Design fetch_decode, sky130hd; sources not shown.
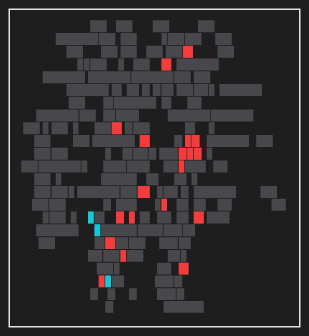
**Above:** run 1 (selected gate families).
| color | family | cells |
|---|---|---|
| red | NAND gates | 19 |
| cyan | inverters | 3 |
Comb area share: 40.14%
most frequent logic cell in the layout: clkdlybuf4s50_1

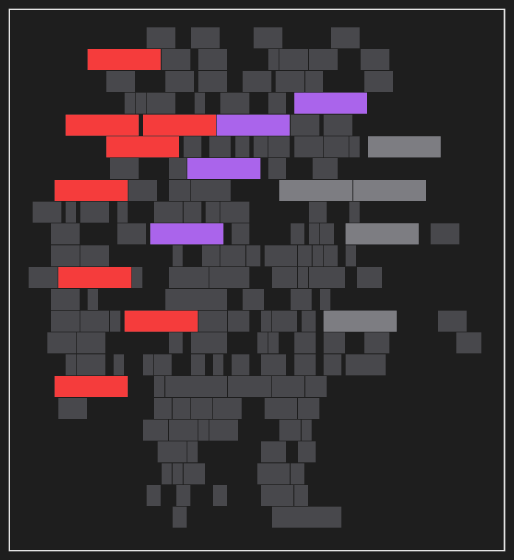
**Above:** run 1 (sequential cells grouped by signal name).
Other sequential cells in the stronger gray, the rest of the logic in the fainter gray.
| color | signal | sequential cells |
|---|---|---|
| red | `IR` | 8 |
| purple | `ADDR` | 4 |
not colored: 5
register area: 425.4 um^2
Finished Core Util: 46.21%
sequential power: 0.000220 W
Seq area share: 25.80%

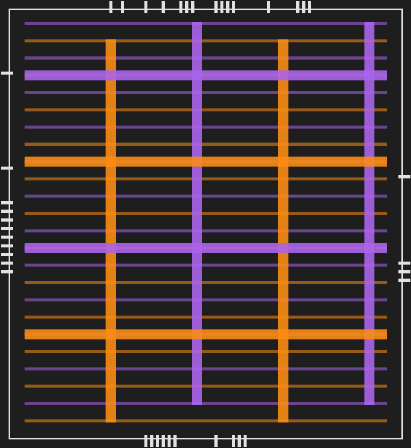
**Above:** run 1 (power grid).
Pins as bars on the die edge.
| color | net |
|---|---|
| orange | VSS |
| purple | VDD |
met5 straps: 4
met4 straps: 4
met1 rails: 24
die width: 61.63 um
maximum vdd drop: 0.2354 mV
die span in y: 67.40 um

==> metrics.cfg, run 1 <==
[route]
wl_per_cell_um=14.48

[cts]
clockBufferDepth=2
clock-sinks=17
clock_latency_ns=0.25
cts_resized=43

[pwr]
leakage_nw=0.7704

[final_timing]
period_used_pct=98.23
relSlewSlack_pct=55.88
finalSetupViolCount=0
whs_ns=0.3718

[run_status]
outcome=finished clean

[global_routing]
grt_pass1_vias=1049
track_usage_pct=16.49
antenna_found_initial=0

[critical_path]
max_stage_delay_ns=0.55
cpMostUsedCell=buf_2
reg2reg_depth=5
path_class=in -> out

[synthesis]
ys_seq_share_pct=38.81
async_flop_share_pct=100.0

[placed_design]
hpwl_mm=2.231

[final_layout]
largest_register_ffs=8

## run 1: power breakdown
| part | internal (W) | total, W | switching [W] | leakage (nW) |
|---|---|---|---|---|
| logic | 0.0000368 | 0.0000764 | 0.0000396 | 0.508 |
| clock network | 0.0000879 | 0.000169 | 0.0000811 | 0.0255 |
| registers | 0.000219 | 0.000220 | 0.000000995 | 0.237 |
| total | 0.000344 | 0.000465 | 0.000122 | 0.770 |
## run 1: tightest hold or removal path, cell delays in order (launching register included)
cell and delay [ns]:
dfrtp_1 0.37, mux2i_1 0.08, nor2_1 0.09
## run 1: cell families after synthesis
| group | after synthesis |
|---|---|
| AOI/OAI and AO/OA | 17 |
| DFF | 17 |
| and+or+nand+nor | 49 |
| adders and majority gates | 1 |
| xor gates and xnor gates | 5 |
| muxes | 16 |
| buffers and inverters | 11 |
## run 1: placed cells by master (no fill, tap or decap)
cell / netlist / final
nand2b_1: 7 / 7
dlygate4sd2_1: 0 / 3
a211oi_2: 1 / 1
clkinv_2: 0 / 1
o32ai_1: 1 / 1
nand3b_1: 1 / 1
buf_4: 0 / 8
nand3_1: 4 / 4
clkbuf_8: 0 / 4
clkdlybuf4s50_1: 0 / 27
or3_1: 1 / 1
nor4b_2: 1 / 1
nor3_2: 0 / 3
nor4_4: 0 / 2
nor3_1: 4 / 1
dfrtp_1: 17 / 17
a31oi_1: 2 / 2
o22a_1: 1 / 1
a211o_1: 1 / 1
nor4_1: 1 / 1
ha_1: 1 / 1
and3_1: 4 / 4
mux2i_1: 15 / 15
mux2_2: 1 / 1
o21bai_1: 3 / 3
or4_4: 1 / 1
a211oi_1: 2 / 2
xor2_1: 5 / 5
inv_1: 3 / 3
nor4b_4: 0 / 1
clkbuf_2: 0 / 1
buf_6: 2 / 2
buf_2: 0 / 5
nand2_1: 7 / 7
a21oi_1: 5 / 5
clkbuf_1: 6 / 5
o41a_1: 1 / 1
nor2_1: 15 / 15
## run 1: layer usage
| metal | GRT usage (%) | routed length [um] | vias up |
|---|---|---|---|
| met1 | 20.85 | 1216 | 517 |
| met5 | 0 | 0 | - |
| met3 | 3.640 | 141 | 6 |
| met2 | 27.37 | 1689 | 28 |
| li1 | - | - | 509 |
| met4 | 5.585 | 50 | 0 |
## run 1: metrics by stage
stage / utilization [%] / power, W / cell area [um^2] / setup slack (ns)
global route: 46.21 / 0.0004887 / 1649 / 0.006240
floorplan: - / 0.0002596 / 1096 / 0.08182
detailed placement: 43.13 / 0.0002939 / 1539 / -0.9244
CTS: 45.97 / 0.0004665 / 1640 / 0.01402
finish: 46.21 / 0.0004654 / 1649 / 0.05575
global placement: 43.13 / 0.0002919 / 1539 / -0.8354
## run 1: final cells by class
class | instances | area, um^2 | share of cell area, %
inverter | 3 | 11.26 | 0.6829
sequential | 17 | 425.4 | 25.80
buffer | 8 | 55.05 | 3.338
clock buffer | 3 | 41.29 | 2.504
multi-input combinational | 88 | 661.9 | 40.14
clock inverter | 1 | 5.005 | 0.3035
tap | 50 | 62.56 | 3.794
timing repair buffer | 44 | 386.6 | 23.44
==> run 1 -> run 2 <==
--- a/config.mk
+++ b/config.mk
@@ -9,10 +9,11 @@
 export CORE_ASPECT_RATIO = 1.1
 export CORE_MARGIN = 2
 export CORE_UTILIZATION = 30
-export CTS_CLUSTER_DIAMETER = 40
+export CTS_CLUSTER_DIAMETER = 30
 export DETAILED_ROUTE_END_ITERATION = 10
-export GPL_TIMING_DRIVEN = 0
+export GPL_TIMING_DRIVEN = 1
 export PLACE_DENSITY = 0.67
+export SLEW_MARGIN = 10
 export SYNTH_ARGS = -nofsm -noshare
 export SYNTH_HDL_FRONTEND = slang
 export SYNTH_SLANG_ARGS = --single-unit
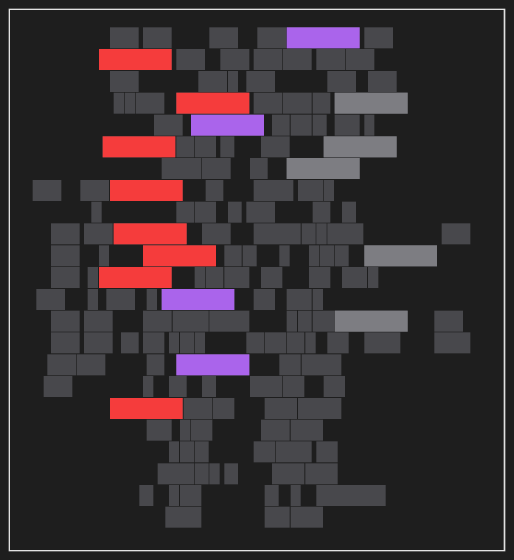
**Above:** run 2 (sequential cells grouped by signal name).
Other sequential cells in the stronger gray, the rest of the logic in the fainter gray.
| color | signal | sequential cells |
|---|---|---|
| purple | `ADDR` | 4 |
| red | `IR` | 8 |
Seq area share: 25.62%
sequential power: 0.000221 W
Finished Core Util: 46.53%

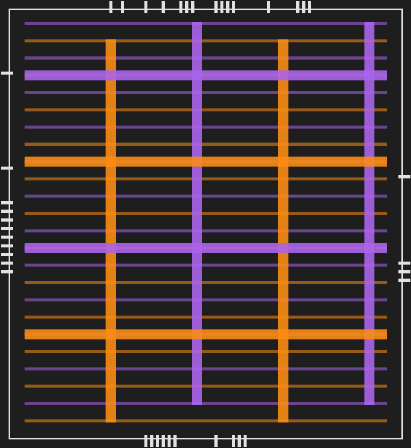
**Above:** run 2 (power grid).
Pins as bars on the die edge.
| color | net |
|---|---|
| purple | VDD |
| orange | VSS |
met1 rails: 24
met5 straps: 4
signal pins: 40
rows: 23
met4 straps: 4
maximum vdd drop: 0.1689 mV
Core Region: 3568 um^2

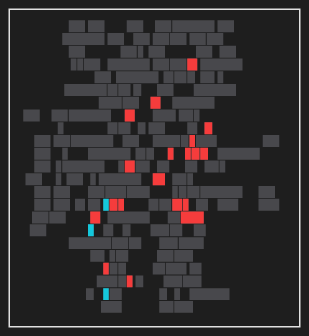
**Above:** run 2 (selected gate families).
| color | family | cells |
|---|---|---|
| red | NAND gates | 19 |
| cyan | inverters | 3 |
fin cells: 213
Comb area share: 39.41%

==> run 2 against run 1 <==
  * Combinational power grew 5.2%
  * Power is essentially flat
  * Largest cell class unchanged
  * Largest power group unchanged
  * Sequential cell count is the same
==> metrics.cfg, run 2 <==
[global_routing]
busiest_layer=met2
track_usage_pct=16.30
use_met1_pct=20.19
antenna_found_initial=0
grt_pass1_vias=1062
use_met3_pct=3.640
grt_util_met2_pct=28.68

[run_status]
outcome=finished clean

[cts]
clockBufferDepth=2
clock-sinks=17

[final_layout]
final_common_cell=clkdlybuf4s50_1
final_cell_area_um2=1660
area_growth_pct=51.48
final_layout_top_logic_cells=clkdlybuf4s50_1, dfrtp_1, mux2i_1, nor2_1, buf_4
largest_register_ffs=8

[placed_design]
placed_cells=209
hpwl_mm=2.323
place_congestion=0.7857
placed_area_um2=1594

[route]
wl_per_cell_um=14.41
viasPerCell=4.972

[critical_path]
endpoint_kind=output port
path_class=in -> out
reg2reg_depth=4

[final_timing]
relSlewSlack_pct=55.24
finalSetupViolCount=0
whs_ns=0.3593

[pwr]
leakage_nw=0.7953

[job]
tool_warnings=26

[floorplan]
die_h_um=67.40

## run 2: cell counts after synthesis
No cell type changed its count.
## run 2: final cells by class
cell class | instances | area (um^2) | area share, %
multi-input combinational | 88 | 654.4 | 39.41
timing repair buffer | 51 | 461.7 | 27.81
sequential | 17 | 425.4 | 25.62
tap | 50 | 62.56 | 3.768
clock buffer | 4 | 45.04 | 2.713
inverter | 3 | 11.26 | 0.6782
## run 2: timing repair
action,in CTS,in global routing
hold buffers,0,0
gates cloned,0,0
setup buffers,0,0
pin swaps,5,5
resized,50,8
setup endpoints to repair,6,4
## run 2: where the power goes
| part | internal [W] | total [W] | switching (W) |
|---|---|---|---|
| combinational | 0.0000412 | 0.0000804 | 0.0000392 |
| clock | 0.0000899 | 0.000165 | 0.0000750 |
| sequential | 0.000219 | 0.000221 | 0.00000130 |
| total | 0.000350 | 0.000466 | 0.000116 |
## run 2: per-layer routing
metal / up-vias / wire length [um] / share of wire [%]
li1: 505 / - / -
met1: 522 / 1175 / 38
met2: 30 / 1728 / 56
met3: 2 / 151 / 4.9
met4: 0 / 16 / 0.52
met5: - / 0 / 0
## run 2: through the flow
step           worst slack (ns)  total power [W]  setup TNS (ns)
6_report                 0.1033        0.0004658               0
3_3_place_gp            -0.6204        0.0002978          -3.350
4_1_cts               0.0004807        0.0004671               0
3_5_place_dp            -0.7023        0.0003009          -3.838
5_1_grt                0.002874        0.0004845               0
2_1_floorplan           0.08182        0.0002596               0
## run 2: kinds of logic after synthesis
family / share of synthesized area (%)
buffers and inverters: 5.137
XOR/XNOR: 3.995
AND-OR/OR-AND: 11.41
AND/OR/NAND/NOR: 24.77
adder cells (fa/ha/maj): 1.141
multiplexers: 14.73
flip-flops: 38.81
## run 2: worst reg2reg max path, cell delays in order (launching register included)
cell	delay [ns]
dfrtp_1	0.49
a211oi_2	0.58
nand3b_1	0.15
a211oi_1	0.30
o32ai_1	0.13
Power and IR drop assume default switching activity.
